$ cat src/rtl/uart_rx_ctrl_if.sv
// rtl/uart_rx_ctrl_if.sv - CPU MMIO register bus between a bus master and uart_rx_ctrl
interface uart_rx_ctrl_if;
  logic [1:0]  addr;
  logic        we;
  logic        re;
  logic [31:0] wdata;
  logic [31:0] rdata;

  modport master (output addr, we, re, wdata, input rdata);
  modport slave  (input addr, we, re, wdata, output rdata);
endinterface

$ cat src/rtl/uart_rx_ctrl.sv
// rtl/uart_rx_ctrl.sv - uart_rx byte capture FSM, receive FIFO and MMIO registers
// Define UART_RX_CTRL_IRQ_EN to add the irq_en/threshold fields and a registered irq output.
module uart_rx_ctrl #(
  parameter int          FIFO_AW      = 3,
  parameter logic [15:0] RESET_PERIOD = 16'd434
) (
  input  logic            clk,
  input  logic            reset,
  uart_rx_ctrl_if.slave   bus,
  input  logic [7:0]      rx_data,
  input  logic            rx_ready,
  output logic            rx_clear,
  output logic [15:0]     period,
  output logic            irq
);
  localparam int DEPTH = 1 << FIFO_AW;
  localparam logic [FIFO_AW:0] FULL_CNT = (FIFO_AW + 1)'(DEPTH);

  typedef enum logic [1:0] {S_WAIT, S_PUSH, S_CLEAR} state_e;

  state_e               state_q, state_d;
  logic [7:0]           mem_q [DEPTH];
  logic [7:0]           mem_d [DEPTH];
  logic [FIFO_AW-1:0]   wr_ptr_q, wr_ptr_d, rd_ptr_q, rd_ptr_d;
  logic [FIFO_AW:0]     count_q, count_d;
  logic                 overrun_q, overrun_d;
  logic                 enable_q, enable_d;
  logic [15:0]          period_q, period_d;
  logic                 empty, full, pop, push, ctrl_wr, flush;
  logic                 unused_wdata;

  assign unused_wdata = ^bus.wdata[31:16];

  always_comb begin
    state_d = state_q;
    case (state_q)
      S_WAIT:  if (rx_ready) state_d = S_PUSH;
      S_PUSH:  state_d = S_CLEAR;
      S_CLEAR: state_d = S_WAIT;
      default: state_d = S_WAIT;
    endcase
  end

  assign rx_clear = (state_q == S_CLEAR);
  assign period   = period_q;

  always_comb begin
    empty   = (count_q == '0);
    full    = (count_q == FULL_CNT);
    pop     = bus.re && (bus.addr == 2'd0) && !empty;
    // When full, a same-cycle pop frees the head slot, which is also the tail slot.
    push    = (state_q == S_PUSH) && enable_q && (!full || pop);
    ctrl_wr = bus.we && (bus.addr == 2'd3);
    flush   = ctrl_wr && bus.wdata[1];

    mem_d     = mem_q;
    wr_ptr_d  = wr_ptr_q;
    rd_ptr_d  = rd_ptr_q;
    count_d   = count_q;
    overrun_d = overrun_q;
    enable_d  = ctrl_wr ? bus.wdata[0] : enable_q;
    period_d  = period_q;

    if (push) mem_d[wr_ptr_q] = rx_data;

    if (flush) begin
      wr_ptr_d  = '0;
      rd_ptr_d  = '0;
      count_d   = '0;
      overrun_d = 1'b0;
    end else begin
      if (push) wr_ptr_d = wr_ptr_q + FIFO_AW'(1);
      if (pop)  rd_ptr_d = rd_ptr_q + FIFO_AW'(1);
      if (push && !pop)      count_d = count_q + (FIFO_AW + 1)'(1);
      else if (pop && !push) count_d = count_q - (FIFO_AW + 1)'(1);
      if ((state_q == S_PUSH) && enable_q && full && !pop) overrun_d = 1'b1;
    end

    if (bus.we && (bus.addr == 2'd2))
      period_d = (bus.wdata[15:0] == 16'd0) ? 16'd1 : bus.wdata[15:0];
  end

`ifdef UART_RX_CTRL_IRQ_EN
  logic       irq_en_q, irq_en_d;
  logic [2:0] thresh_q, thresh_d;
  logic       irq_q, irq_d;

  always_comb begin
    irq_en_d = ctrl_wr ? bus.wdata[2]   : irq_en_q;
    thresh_d = ctrl_wr ? bus.wdata[6:4] : thresh_q;
    irq_d    = irq_en_q && ((int'(count_q) > int'(thresh_q)) || overrun_q);
  end

  always_ff @(posedge clk or posedge reset) begin
    if (reset) begin
      irq_en_q <= 1'b0;
      thresh_q <= '0;
      irq_q    <= 1'b0;
    end else begin
      irq_en_q <= irq_en_d;
      thresh_q <= thresh_d;
      irq_q    <= irq_d;
    end
  end

  assign irq = irq_q;
`else
  assign irq = 1'b0;
`endif

  always_ff @(posedge clk or posedge reset) begin
    if (reset) begin
      state_q   <= S_WAIT;
      for (int i = 0; i < DEPTH; i++) mem_q[i] <= '0;
      wr_ptr_q  <= '0;
      rd_ptr_q  <= '0;
      count_q   <= '0;
      overrun_q <= 1'b0;
      enable_q  <= 1'b1;
      period_q  <= RESET_PERIOD;
    end else begin
      state_q   <= state_d;
      mem_q     <= mem_d;
      wr_ptr_q  <= wr_ptr_d;
      rd_ptr_q  <= rd_ptr_d;
      count_q   <= count_d;
      overrun_q <= overrun_d;
      enable_q  <= enable_d;
      period_q  <= period_d;
    end
  end

  always_comb begin
    bus.rdata = '0;
    case (bus.addr)
      2'd0: bus.rdata = empty ? 32'd0 : {24'd0, mem_q[rd_ptr_q]};
      2'd1: bus.rdata = {22'd0, overrun_q, full, empty, 3'b000, 4'(count_q)};
      2'd2: bus.rdata = {16'd0, period_q};
`ifdef UART_RX_CTRL_IRQ_EN
      2'd3: bus.rdata = {25'd0, thresh_q, 1'b0, irq_en_q, 1'b0, enable_q};
`else
      2'd3: bus.rdata = {31'd0, enable_q};
`endif
      default: bus.rdata = '0;
    endcase
  end
endmodule
$ cat src/flat_wrapper.sv
// flat-port wrapper written by rule: the top's interface ports become plain ports
module uart_rx_ctrl_flat 
#(
  parameter int          FIFO_AW      = 3,
  parameter logic [15:0] RESET_PERIOD = 16'd434
)
  (clk, reset, rx_data, rx_ready, rx_clear, period, irq, bus_addr, bus_we, bus_re, bus_wdata, bus_rdata);
  uart_rx_ctrl_if bus_i ();
  input  logic clk;
  input  logic reset;
  input  logic [7:0] rx_data;
  input  logic rx_ready;
  output logic rx_clear;
  output logic [15:0] period;
  output logic irq;
  input wire logic [$bits(bus_i.addr)-1:0] bus_addr;
  input wire logic [$bits(bus_i.we)-1:0] bus_we;
  input wire logic [$bits(bus_i.re)-1:0] bus_re;
  input wire logic [$bits(bus_i.wdata)-1:0] bus_wdata;
  output wire logic [$bits(bus_i.rdata)-1:0] bus_rdata;
  assign bus_i.addr = bus_addr;
  assign bus_i.we = bus_we;
  assign bus_i.re = bus_re;
  assign bus_i.wdata = bus_wdata;
  assign bus_rdata = bus_i.rdata;
  uart_rx_ctrl #(.FIFO_AW(FIFO_AW), .RESET_PERIOD(RESET_PERIOD)) u_core (.clk(clk), .reset(reset), .bus(bus_i), .rx_data(rx_data), .rx_ready(rx_ready), .rx_clear(rx_clear), .period(period), .irq(irq));
endmodule
$ cat config.mk
export PLATFORM = sky130hd
export DESIGN_NAME = uart_rx_ctrl_flat
export DESIGN_NICKNAME = d
export VERILOG_FILES = /design/src/rtl/uart_rx_ctrl_if.sv /design/src/rtl/uart_rx_ctrl.sv /design/src/flat_wrapper.sv
export SDC_FILE = /design/constraint.sdc
export NUM_CORES = 1
export LEC_CHECK = 0
export ABC_AREA = 1
export CORE_MARGIN = 2
export CORE_UTILIZATION = 55
export DETAILED_ROUTE_END_ITERATION = 7
export GPL_TIMING_DRIVEN = 0
export PLACE_DENSITY_LB_ADDON = 0.1
export SLEW_MARGIN = 20
export SYNTH_ARGS = -nofsm -noshare
export SYNTH_HDL_FRONTEND = slang
export SYNTH_SLANG_ARGS = --single-unit
$ cat constraint.sdc
create_clock -name clk -period 6.46 [get_ports clk]
set_input_delay 1.938 -clock clk [delete_from_list [all_inputs] [get_ports clk]]
set_output_delay 1.938 -clock clk [all_outputs]
set_load 0.01 [all_outputs]
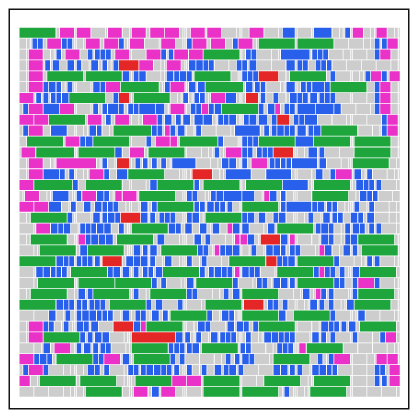
Figure 1: run 1, placement by cell class.
Drawn at 4 px/um. Fill, decap, tap and diode cells in grey.
Green stands for flops, cells 94, share of their area 40%. Magenta stands for other buffers and delay cells, cells 106, share of their area 16%. Red stands for clock drivers and dummy loads, cells 15, share of their area 3.3%. Blue stands for all other logic, cells 534, share of their area 41%.
proportion of cell area occupied by registers: 38.9%
floorplan row count: 34

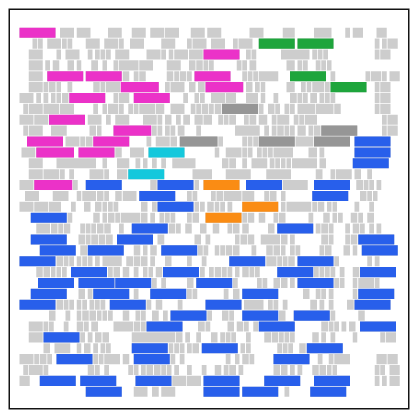
Figure 2: run 1, register map, names as in the netlist.
Drawn at 4 px/um. Other sequential cells in the stronger grey, the rest of the logic in the fainter grey.
Magenta stands for `u_core.period`, placed flops 16. Orange stands for `u_core.rd_ptr_q`, placed flops 3. Blue stands for `u_core.mem_q`, placed flops 64. Cyan stands for `u_core.state_q`, placed flops 2. Green stands for `u_core.count_q`, placed flops 4, where top right.
Another 5 sequential cells are not coloured.

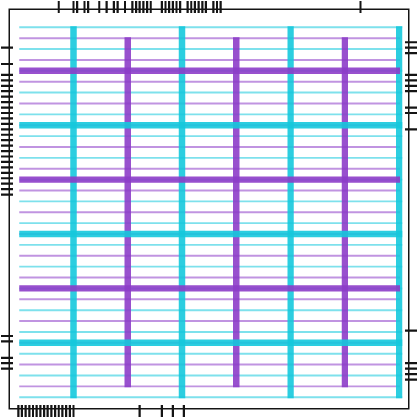
Figure 3: run 1, supply network.
Drawn at 4 px/um. Pins as bars on the die edge.
Cyan stands for VSS. Purple stands for VDD.
7 straps on met4. 97 signal pins sit on the boundary.

==> results_slide.txt, run 1 <==
Flow Results at a Glance

Status
  • Result of the run: complete, no violations

Pwr
  • Areal power density over the cells: 372 nW/um2
  • Total Power: between 2 and 2.5 mW

Drt
  • Met3 routed wirelength: between 900 and 1000 um
  • Post-route antenna net violation count: 0
  • Post-DR wirelength/cell: 15.2 um
  • Avg Vias per Cell: 5.28
  • Top layer reached by signal wires: met4
  • Amount of wire on met2 after detailed routing: slightly above 6000 um

Final layout
  • Share of cells above drive strength 1: under 10%
  • Final design instance area without fill: 6070 um2
  • Signed area change from the synthesized netlist to the final layout: 21.0%
  • Filler-free cell count of the finished design: 857
  • Most common cell after layout, fill and taps aside: sky130_fd_sc_hd__nand2_1
  • Diode insertion count for antenna repair: 0
  • Layout Nets: roughly 800
  • Number of flip-flops under the largest register name: ~64
  • Register name with the most flops: u_core.mem_q
  • Commonest cells after routing, fill and taps aside: sky130_fd_sc_hd__nand2_1, sky130_fd_sc_hd__inv_1, sky130_fd_sc_hd__dfrtp_1, sky130_fd_sc_hd__o21ai_0, sky130_fd_sc_hd__nand3_1
  • Final core occ: 69.0%

Global route
  • Busiest metal layer after global routing: met2
  • Met1 Track Usage GR: ~37%
  • Vias in the first global route: about 4,300
  • Wire length of the first global-routing pass: between 20,000 and 25,000 um
  • Number of antenna violations at the first check in global routing: 0
  • Met2 demand-to-capacity share in global routing: between 40% and 50%
  • All-Layer GR Usage: 27.6%

Logic synthesis
  • Fraction of the yosys area taken by sequential cells: a little under half
  • Most used flip-flop cell after synthesis: sky130_fd_sc_hd__dfrtp_1
  • Netlist area before placement: between 5000 and 6000 um2
  • Synthesis Warnings: 0
  • Unique cell types: 27
  • Most frequent cells after synthesis: sky130_fd_sc_hd__nand2_1, sky130_fd_sc_hd__inv_1, sky130_fd_sc_hd__dfrtp_1, sky130_fd_sc_hd__o21ai_0, sky130_fd_sc_hd__nand3_1
  • Yosys-reported design area after synthesis: approximately 5000 um2
  • Fraction of synthesis flops using an asynchronous set or reset pin: 100%
  • Number of flops mapped to enable cells by yosys: 0
  • Largest area contributor in the synthesized netlist: sky130_fd_sc_hd__dfrtp_1
  • Area contributors post-synth: sky130_fd_sc_hd__dfrtp_1, sky130_fd_sc_hd__nand2_1, sky130_fd_sc_hd__inv_1, sky130_fd_sc_hd__o21ai_0, sky130_fd_sc_hd__nand3_1

Floorplan
  • Vertical die dimension: roughly 100 um
  • Die width: approximately 100 um
  • Placeable core region: 8810 um2
  • Total I/O pin count: between 90 and 100

Setup path
  • Startpoint of the worst setup timing path: bus_addr[1]
  • Startpoint of the most critical register-to-register path: u_core.count_q[0]$_DFFE_PP0P_
  • Crit Path Max Fanout: 10
  • R2R Setup Slk: 3.90 ns
  • Critical Path End Type: output pin
  • Data arrival time of the critical path: roughly 4 ns

Timing
  • Worst slew margin relative to its limit: just under 60%
  • Setup repair after global routing missed its margin: false
  • Worst slew pin tran: between 0.6 and 0.7 ns
  • Fin Clk Skew: between 0.01 and 0.015 ns
  • Aggregate negative setup slack: 0 ns
  • Final Slew Violations: 0
  • Final count of negative-setup-slack endpoints: 0
  • Part of the cycle the worst path needs: around 91%
  • Hold Fails Final Rpt: 0

CTS
  • Number of buffers created by CTS: 9
  • Clock net sink count: ~94
  • H-tree depth: 3
  • Cts repair resizes: 0
  • Clock Path Buffers: 2

Hold path
  • Worst min-delay path class: flop to flop

Placed design
  • Port-buffer cells: between 60 and 70
  • Routability congestion estimate from global placement: about 0.92
  • DP Cell Count: about 840

Job
  • OpenROAD warning count: roughly 42
-- run 1: kinds of logic (layout without fill, tap and decap cells) --
logic type,Yosys count,in the layout,share of synthesized area [%]
xor+xnor,4,4,0.698
mux,5,5,1.12
flops,94,94,47.0
other cells,1,17,0.0747
compound gates,87,87,8.85
fa+ha+maj,6,6,1.65
buf+inv,142,221,13.1
simple gates,315,315,27.5
-- run 1: layout make-up --
class	count	area [um2]	share of cell area [%]
Buffer	42	282	4.64
Clock buffer	9	124	2.04
Clock inverter	6	71.3	1.17
Inverter	100	380	6.26
Multi-Input combinational cell	434	2060	34.0
Sequential cell	94	2360	38.9
Tap cell	108	135	2.23
Timing Repair Buffer	64	658	10.8
-- run 1: worst max-delay path, cell delays in order --
cell and delay [ns]:
sky130_fd_sc_hd__clkdlybuf4s50_1 0.55, sky130_fd_sc_hd__inv_1 0.09, sky130_fd_sc_hd__nor2_1 0.12, sky130_fd_sc_hd__buf_2 0.25, sky130_fd_sc_hd__inv_1 0.19, sky130_fd_sc_hd__o22ai_1 0.15, sky130_fd_sc_hd__nor2_1 0.05, sky130_fd_sc_hd__nand2_1 0.06
sky130_fd_sc_hd__clkdlybuf4s50_1 0.54
-- run 1: path summary, 6_finish.rpt --
| path | to | cells after the start |
|---|---|---|
| worst min-delay path | u_core.state_q[0]$_DFFE_PP0P_ | 1 |
| worst max-delay path | bus_rdata[0] | 9 |
| worst max register to register | u_core.count_q[3]$_DFFE_PP0P_ | 16 |
| worst min register to register | u_core.state_q[0]$_DFFE_PP0P_ | 1 |
| max in group asynchronous | u_core.enable_q$_DFFE_PP1P_ | 3 |
| min in group asynchronous | u_core.mem_q[21]$_DFFE_PP0P_ | 2 |
-- run 1: report_power, final --
group          internal [mW]  switching, mW
Sequential             0.780          0.118
Combinational          0.369          0.592
Clock                  0.180          0.217
Figure 4. Clock distribution (run 1).
Drawn at 6 px/um.
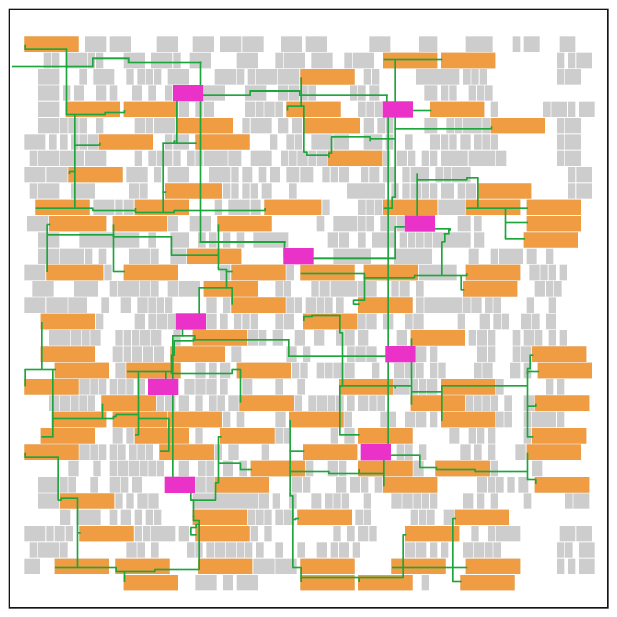

--- run 2 (diff from run 1) ---
Settings changed: CORE_ASPECT_RATIO set to 0.75.
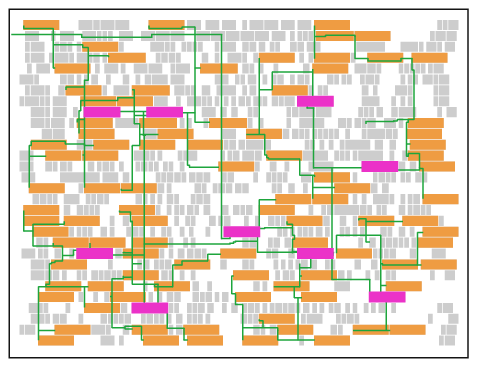
Figure 5: run 2, clock distribution.
Drawn at 4 px/um.
Magenta stands for cells driving clock nets, count 9. Green stands for clock wires, length 1,180 um. Orange stands for flip-flops, count 94.
There are 10 routed clock nets.
clock-net power: 0.480 mW
later-pin clock latency in the skew report: 0.35 ns
Fin Clk Skew: 0.00802 ns
part of the total power dissipated in the clock network: 20.6%

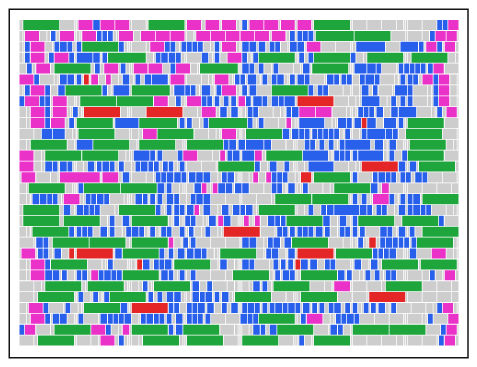
Figure 6: run 2, placement by cell class.
Drawn at 4 px/um. Fill, decap, tap and diode cells in grey.
Green stands for flops, cells 94, share of their area 39%. Red stands for clock drivers and dummy loads, cells 16, share of their area 4.3%. Magenta stands for other buffers and delay cells, cells 106, share of their area 16%. Blue stands for all other logic, cells 534, share of their area 41%.
final design instance area without fill: 6140 um2
final core occ: 68.4%
floorplan row count: 30
placeable core region: 8970 um2

==> run 2 against run 1 <==
Compared with the run above:
- sequential share of layout area decreased by 0.42 points
- worst hold slack lost 0.0078 ns
- utilization down 0.53 points
- synthesized cell count did not move
- worst setup slack got worse by 0.012 ns
- highest routed layer unchanged
- maximum frequency fell by 0.19%
==> results_slide.txt, run 2 <==
Flow Results at a Glance

Setup path
  • Critical Path End Type: output pin
  • Reg2Reg Capture Point: u_core.count_q[3]$_DFFE_PP0P_
  • R2R depth: 13 (-3)
  • Data arrival time of the critical path: 3.96 ns (about the same)
  • Startpoint of the most critical register-to-register path: u_core.enable_q$_DFFE_PP1P_
  • R2R Setup Slk: 3.86 ns (-0.04 ns)
  • Crit Path Max Fanout: 10 (unchanged)
  • Startpoint of the worst setup timing path: bus_addr[1]

Hold path
  • Worst min-delay path class: flop to flop
  • Hold-critical path depth: 1 (unchanged)
  • Endpoint, Worst Hold: u_core.state_q[0]$_DFFE_PP0P_
  • Hold path startpoint: u_core.state_q[0]$_DFFE_PP0P_

Placed design
  • DP Cell Count: 846 (+0.48%)
  • DP Area: between 5000 and 6000 um2
  • Port-buffer cells: 63 (unchanged)
  • Setup WS pre-CTS: 0.567 ns
  • Routability congestion estimate from global placement: 0.894 (-3.2%)

Job
  • OpenROAD warning count: 42 (unchanged)

Final layout
  • Filler instances: between 700 and 800
  • Signed area change from the synthesized netlist to the final layout: 22.3%
  • Filler-free cell count of the finished design: 862 (+0.58%)
  • Register name with the most flops: u_core.mem_q
  • Number of flip-flops under the largest register name: 64 (unchanged)
  • Diode insertion count for antenna repair: 0 (unchanged)
  • Share of cells above drive strength 1: 8.27% (-0.55 points)
  • Commonest cells after routing, fill and taps aside: sky130_fd_sc_hd__nand2_1, sky130_fd_sc_hd__inv_1, sky130_fd_sc_hd__dfrtp_1, sky130_fd_sc_hd__o21ai_0, sky130_fd_sc_hd__nand3_1
  • Layout Nets: 798 (unchanged)
  • Most common cell after layout, fill and taps aside: sky130_fd_sc_hd__nand2_1

Logic synthesis
  • Leading cell type by number of instances after synthesis: sky130_fd_sc_hd__nand2_1
  • Total of flip-flops plus latches after synthesis: ~94
  • Count of instantiated cells in the yosys netlist: roughly 650
  • Most frequent cells after synthesis: sky130_fd_sc_hd__nand2_1, sky130_fd_sc_hd__inv_1, sky130_fd_sc_hd__dfrtp_1, sky130_fd_sc_hd__o21ai_0, sky130_fd_sc_hd__nand3_1
  • Area contributors post-synth: sky130_fd_sc_hd__dfrtp_1, sky130_fd_sc_hd__nand2_1, sky130_fd_sc_hd__inv_1, sky130_fd_sc_hd__o21ai_0, sky130_fd_sc_hd__nand3_1
  • Most used flip-flop cell after synthesis: sky130_fd_sc_hd__dfrtp_1
  • Synthesis Warnings: 0 (unchanged)
  • Fraction of the yosys area taken by sequential cells: 47.0% (unchanged)
  • Gate Count Post-Synth: 654
  • Unique cell types: 27 (unchanged)
  • Mean instance size in the synthesized netlist: around 7.7 um2
  • Fraction of synthesis flops using an asynchronous set or reset pin: 100% (unchanged)
  • Netlist area before placement: 5020 um2 (unchanged)
  • Largest area contributor in the synthesized netlist: sky130_fd_sc_hd__dfrtp_1
  • Yosys-reported design area after synthesis: 5020 um2 (unchanged)
  • Number of flops mapped to enable cells by yosys: 0 (unchanged)

Timing
  • Worst slew margin relative to its limit: 56.3% (-1.6 points)
  • Minimum setup slack in the final design: roughly 0.56 ns
  • Aggregate negative setup slack: 0 ns (unchanged)
  • Worst slack on hold paths: between 0.4 and 0.5 ns
  • Final count of negative-setup-slack endpoints: 0 (unchanged)
  • Hold Fails Final Rpt: 0 (unchanged)
  • Setup repair after global routing missed its margin: false
  • Final Slew Violations: 0 (unchanged)
  • Worst slew pin tran: 0.655 ns (+0.0244 ns)
  • Part of the cycle the worst path needs: 91.3% (+0.18 points)

CTS
  • Root buffer cell: sky130_fd_sc_hd__clkbuf_16
  • Clock Path Buffers: 2 (unchanged)
  • Clock net sink count: 94 (unchanged)
  • Number of buffers created by CTS: 9 (unchanged)
  • H-tree depth: 3 (unchanged)
  • Number of buffers added to fix hold violations after cts: 0
  • Cts repair resizes: 0 (unchanged)

Drt
  • Met3 routed wirelength: 1050 um (+8.3%)
  • Amount of wire on met2 after detailed routing: 5860 um (-4.0%)
  • Top layer reached by signal wires: met4
  • Post-DR wirelength/cell: 15.7 um (+3.3%)
  • Via count: 4,517
  • WL final: 13,500 um
  • Post-route antenna net violation count: 0 (unchanged)
  • 1st-iter DRT viols: 399
  • Detailed-routing iteration count for the pre-antenna-repair pass: 5
  • Avg Vias per Cell: 5.24 (-0.84%)

Global route
  • Met1 Track Usage GR: 42.9% (+6.0 points)
  • Busiest metal layer after global routing: met2
  • All-Layer GR Usage: 29.2% (+1.6 points)
  • Met2 demand-to-capacity share in global routing: 43.2% (-0.74 points)
  • Vias in the first global route: 4,254 (-0.63%)
  • Total gr overflow: 0
  • Met3 usage: under 10%
  • Wire length of the first global-routing pass: 21,900 um (+4.0%)
  • Number of antenna violations at the first check in global routing: 0 (unchanged)

Pwr
  • Areal power density over the cells: 380 nW/um2 (+2.3%)
  • Total Power: 2.33 mW (+3.4%)

Floorplan
  • Vertical die dimension: 86.7 um (-13%)
  • Total I/O pin count: 97 (unchanged)
  • Die width: 114 um (+15%)

Status
  • Result of the run: complete, no violations
run 2: kinds of logic after synthesis:
family / share of synthesized area (%)
other: 0.0747
and+or+nand+nor: 27.5
xor gates and xnor gates: 0.698
adders and majority gates: 1.65
AOI/OAI and AO/OA: 8.85
buffers and inverters: 13.1
muxes: 1.12
DFF: 47.0
run 2: worst max-delay path: stages:
cell and delay, ns:
sky130_fd_sc_hd__clkdlybuf4s50_1 0.55, sky130_fd_sc_hd__inv_1 0.10, sky130_fd_sc_hd__nor2_1 0.13, sky130_fd_sc_hd__buf_2 0.25, sky130_fd_sc_hd__inv_1 0.19, sky130_fd_sc_hd__o22ai_1 0.15, sky130_fd_sc_hd__nor2_1 0.06, sky130_fd_sc_hd__nand2_1 0.06
sky130_fd_sc_hd__clkdlybuf4s50_1 0.54
run 2: cell type report:
| class | count | area [um2] | area share (%) |
|---|---|---|---|
| clock buffers | 14 | 244 | 3.97 |
| clock inverters | 2 | 12.5 | 0.204 |
| flip-flops and latches | 94 | 2360 | 38.4 |
| repair buffers | 64 | 658 | 10.7 |
| well taps | 112 | 140 | 2.28 |
| inverters | 100 | 380 | 6.20 |
| multi-input cells | 434 | 2060 | 33.6 |
| plain buffers | 42 | 282 | 4.59 |
run 2: where the power goes:
| group | switching (mW) | total, mW | internal (mW) | leakage [nW] |
|---|---|---|---|---|
| Combinational | 0.581 | 0.951 | 0.370 | 1.71 |
| Sequential | 0.122 | 0.903 | 0.782 | 1.22 |
| Clock | 0.219 | 0.480 | 0.261 | 0.121 |
run 2: how the worst max path moves through the flow:
stage,endpoint,depth (start not counted)
after CTS,bus_rdata[0],9
after floorplan,bus_rdata[8],5
final,bus_rdata[0],9
after global routing,bus_rdata[0],9
after global placement,bus_rdata[0],9
after detailed placement,bus_rdata[0],9
Figure 7. Congestion heat map (run 2).
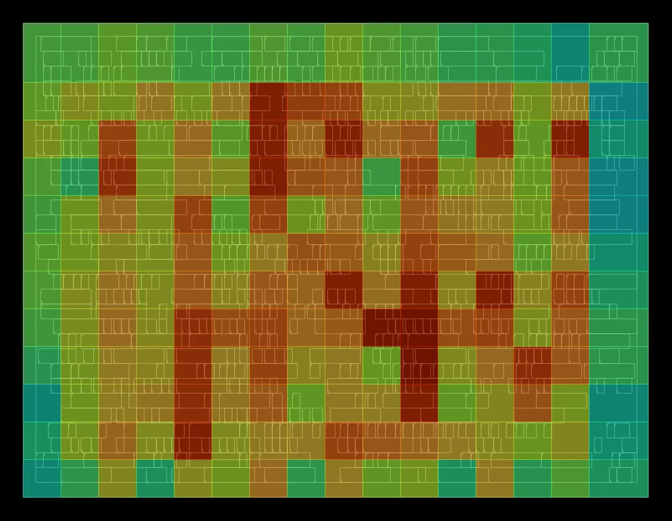

--- run 3 (diff from run 2) ---
Settings changed: CAP_MARGIN set to 20, RECOVER_POWER set to 100.
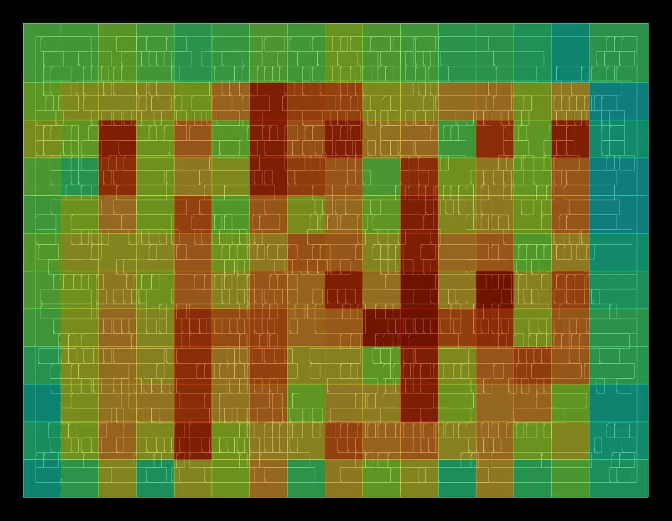
Figure 8: run 3, congestion heat map.
met2 demand-to-capacity share in global routing: 43.2%
met3 usage: 6.36%
post-DR wirelength/cell: 15.7 um
met1 Track Usage GR: 42.9%

==> run 3 against run 2 <==
Compared with the run above:
- the run now ends with capacitance limit, slew limit left
- clock power is essentially flat
- area after synthesis stayed put
- flip-flop count unchanged
- count of clock-buffer cells in the layout stayed put
- non-clock buffer count unchanged
- first-iteration DRC count increased by 5.8%
- design area shrank 2.5%
- worst hold slack better by 0.0018 ns
- largest power group is now sequential cells
- critical path depth down 1
- register-to-register slack got worse by 0.10 ns
- utilization decreased by 1.7 points
- die area did not move
==> results_slide.txt, run 3 <==
Flow Results at a Glance

Pwr
  • Switching power: 0.901 mW (-2.1%)
  • Areal power density over the cells: 382 nW/um2 (+0.48%)
  • Combinational fraction of design power: 39.5% (-1.2 points)
  • Total Power: 2.29 mW (-2.0%)
  • Cell Int Power: 1.38 mW (-2.0%)
  • Clock-net power: 0.480 mW (about the same)
  • Part of the total power dissipated in the clock network: 21.0% (+0.4 points)
  • Sequential cell power: 0.903 mW (about the same)
  • Switch share: 39.4% (-0.040 points)
  • Worst supply voltage drop on vdd: around 0.00021 V
  • Sequential group share of total power: 39.5% (+0.8 points)
  • LEAKAGE: between 3 and 4 nW
  • Group drawing the most power: sequential cells
  • Combinational cell power: 0.903 mW (-5.0%)

Logic synthesis
  • Fraction of post-synthesis cell area in the top cell type by area: a little over two fifths
  • Netlist area before placement: 5020 um2 (unchanged)
  • Number of flops mapped to enable cells by yosys: 0 (unchanged)
  • Synthesis Warnings: 0 (unchanged)
  • Xor-xnor portion of the synthesized cell area: 0.698% (unchanged)
  • Largest area contributor in the synthesized netlist: sky130_fd_sc_hd__dfrtp_1
  • Most frequent cells after synthesis: sky130_fd_sc_hd__nand2_1, sky130_fd_sc_hd__inv_1, sky130_fd_sc_hd__dfrtp_1, sky130_fd_sc_hd__o21ai_0, sky130_fd_sc_hd__nand3_1
  • Leading cell type by number of instances after synthesis: sky130_fd_sc_hd__nand2_1
  • Gate Count Post-Synth: 654 (unchanged)
  • Dominant kind of combinational cell: simple AND/OR/NAND/NOR gates
  • Unique cell types: 27 (unchanged)
  • Fraction of synthesis flops using an asynchronous set or reset pin: 100% (unchanged)
  • Count of instantiated cells in the yosys netlist: 654 (unchanged)
  • Yosys aoi share: 8.85% (unchanged)
  • Yosys-reported design area after synthesis: 5020 um2 (unchanged)
  • Adder and majority gate portion of the synthesized area: 1.65% (unchanged)
  • Area contributors post-synth: sky130_fd_sc_hd__dfrtp_1, sky130_fd_sc_hd__nand2_1, sky130_fd_sc_hd__inv_1, sky130_fd_sc_hd__o21ai_0, sky130_fd_sc_hd__nand3_1
  • Post-synth mux share: 1.12% (unchanged)
  • Most used flip-flop cell after synthesis: sky130_fd_sc_hd__dfrtp_1
  • Fraction of the yosys area taken by sequential cells: 47.0% (unchanged)
  • Total of flip-flops plus latches after synthesis: 94 (unchanged)
  • Mean instance size in the synthesized netlist: 7.67 um2 (unchanged)
  • Fraction of the mapped netlist area in simple logic gates: 27.5% (unchanged)

Drt
  • Post-route DRC violation count: 0
  • 1st-iter DRT viols: 422 (+5.8%)
  • Avg Vias per Cell: 5.24 (about the same)
  • WL final: 13,500 um (about the same)
  • Detailed-routing iteration count for the pre-antenna-repair pass: 5 (unchanged)
  • Post-route antenna net violation count: 0 (unchanged)
  • Via count: 4,513 (-0.089%)

Setup path
  • Number of buffer and inverter stages on the critical path: 4 (-1)
  • Slowest Stage Delay on Critical Path: 0.63 ns (+0.08 ns)
  • Startpoint of the worst setup timing path: bus_addr[0]
  • Class of the most critical setup path: primary input to output pin
  • Critical Path End Type: output pin
  • Data arrival time of the critical path: 4.04 ns (+0.08 ns)
  • Family of cells with the greatest summed delay on the critical path: buffers and inverters
  • Startpoint of the most critical register-to-register path: u_core.count_q[0]$_DFFE_PP0P_
  • Cells along the critical path: dlygate4sd3_1 > nor2_1 > buf_2 > inv_1 > o22ai_1 > nor2_1 > nand2_1 > dlygate4sd3_1
  • Cell type of the slowest stage on the worst timing path: sky130_fd_sc_hd__dlygate4sd3_1
  • Worst path required time: approximately 4.5 ns
  • Crit start category: primary input
  • Crit Path Max Fanout: 10 (unchanged)

Final layout
  • Commonest cells after routing, fill and taps aside: sky130_fd_sc_hd__nand2_1, sky130_fd_sc_hd__inv_1, sky130_fd_sc_hd__dfrtp_1, sky130_fd_sc_hd__nand3_1, sky130_fd_sc_hd__o21ai_0
  • Most common cell after layout, fill and taps aside: sky130_fd_sc_hd__nand2_1
  • Final design instance area without fill: 5980 um2 (-2.5%)
  • Signed area change from the synthesized netlist to the final layout: 19.2%
  • Layout Nets: 798 (unchanged)
  • Share of cells above drive strength 1: 6.00% (-2.3 points)
  • Diode insertion count for antenna repair: 0 (unchanged)
  • Final core occ: 66.7% (-1.7 points)
  • Register name with the most flops: u_core.mem_q
  • Number of flip-flops under the largest register name: 64 (unchanged)
  • Filler-free cell count of the finished design: 862 (unchanged)

CTS
  • Later-pin clock latency in the skew report: 0.35 ns (about the same)
  • Clock transition at the register clock pins on the worst setup and hold paths after CTS: 0.06 ns
  • Clock net sink count: 94 (unchanged)
  • Clock Path Buffers: 2 (unchanged)
  • Number of buffers created by CTS: 9 (unchanged)
  • Post-CTS setup-driven buffer insertion count: 0
  • H-tree depth: 3 (unchanged)
  • Number of buffers added to fix hold violations after cts: 0 (unchanged)
  • Root buffer cell: sky130_fd_sc_hd__clkbuf_16
  • Cts repair resizes: 0 (unchanged)

Global route
  • Number of antenna violations at the first check in global routing: 0 (unchanged)
  • Largest net degree at the start of global routing: 81
  • Vias in the first global route: 4,254 (unchanged)
  • Total gr overflow: 0 (unchanged)
  • Wire length of the first global-routing pass: 21,900 um (unchanged)
  • All-Layer GR Usage: 29.2% (unchanged)

Floorplan
  • Vertical die dimension: 86.7 um (unchanged)
  • Placeable core region: 8970 um2 (unchanged)
  • Die width: 114 um (unchanged)
  • Floorplan row count: 30 (unchanged)
  • Total I/O pin count: 97 (unchanged)
  • Full die area: 9910 um2

Timing
  • Setup repair after global routing missed its margin: false
  • Hold Fails Final Rpt: 0 (unchanged)
  • Part of the cycle the worst path needs: 92.5% (+1.2 points)
  • Final Slew Violations: 81 (+81)
  • Final count of negative-setup-slack endpoints: 0 (unchanged)
  • Maximum clock frequency: 167 MHz
  • Fin Clk Skew: 0.00689 ns (-0.00113 ns)
  • Worst slew pin tran: 1.97 ns (+1.31 ns)
  • Aggregate negative setup slack: 0 ns (unchanged)
  • Worst slew margin relative to its limit: -31.1% (-87 points)
  • Minimum setup slack in the final design: 0.483 ns (-0.0770 ns)
  • Worst slack on hold paths: 0.464 ns (+0.00183 ns)
  • Shortest period the worst path allows: between 5 and 6 ns

Hold path
  • Worst min-delay path class: flop to flop
  • Hold path startpoint: u_core.state_q[0]$_DFFE_PP0P_

Placed design
  • HPWL reported at the end of detailed placement: slightly below 10,000 um
  • Setup WS pre-CTS: 0.567 ns (unchanged)
  • DP Area: 5880 um2 (unchanged)
  • Port-buffer cells: 63 (unchanged)
  • DP Cell Count: 846 (unchanged)
  • Routability congestion estimate from global placement: 0.894 (unchanged)

Job
  • Max-capacitance violation count: 1
  • OpenROAD warning count: 42 (unchanged)

Status
  • Violated checks: capacitance limit, slew limit
  • Result of the run: finished with violations
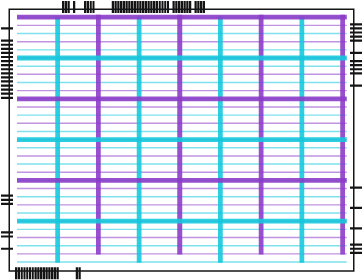
Figure 9: run 3, supply network.
Drawn at 3 px/um. Pins as bars on the die edge.
Purple stands for VDD. Cyan stands for VSS.
31 met1 rails follow the rows. The core has 30 rows. 6 straps on met5.

run 3: worst register-to-register path: stages (launching register included):
cell                       delay (ns)
sky130_fd_sc_hd__dfrtp_1         0.37
sky130_fd_sc_hd__inv_1           0.20
sky130_fd_sc_hd__nand2_1         0.08
sky130_fd_sc_hd__nor2_1          0.20
sky130_fd_sc_hd__nand2_1         0.14
sky130_fd_sc_hd__clkbuf_1        0.25
sky130_fd_sc_hd__nand2_1         0.19
sky130_fd_sc_hd__inv_1           0.06
sky130_fd_sc_hd__ha_1            0.23
sky130_fd_sc_hd__inv_1           0.10
sky130_fd_sc_hd__ha_1            0.27
sky130_fd_sc_hd__nand2_1         0.08
sky130_fd_sc_hd__nand2_1         0.05
sky130_fd_sc_hd__nor2_1          0.13
sky130_fd_sc_hd__nor2_1          0.06
sky130_fd_sc_hd__o21ai_0         0.19
run 3: worst paths after layout:
check	slack, ns	cells past startpoint	end
min reg2reg	0.46	1	u_core.state_q[0]$_DFFE_PP0P_
min	0.46	1	u_core.state_q[0]$_DFFE_PP0P_
min in group asynchronous	2.10	2	u_core.period[10]$_DFFE_PP0P_
max in group asynchronous	2.06	3	u_core.count_q[0]$_DFFE_PP0P_
max	0.48	8	bus_rdata[0]
max reg2reg	3.76	15	u_core.count_q[3]$_DFFE_PP0P_
run 3: per-layer routing:
metal	track usage [%]	share of wire (%)	vias to the layer above
li1	-	-	2187
met1	42.9	47	2118
met2	43.2	43	189
met3	6.36	8.0	19
met4	9.42	1.9	0
met5	0	0	-
run 3: layout make-up:
class | count | area (um2)
fill | 789 | 2990
sequential | 94 | 2360
multi-input combinational | 434 | 1980
timing repair buffer | 64 | 636
inverter | 100 | 377
clock buffer | 14 | 244
buffer | 42 | 231
tap | 112 | 140
clock inverter | 2 | 12.5
Power is estimated from default activity; no workload was simulated.
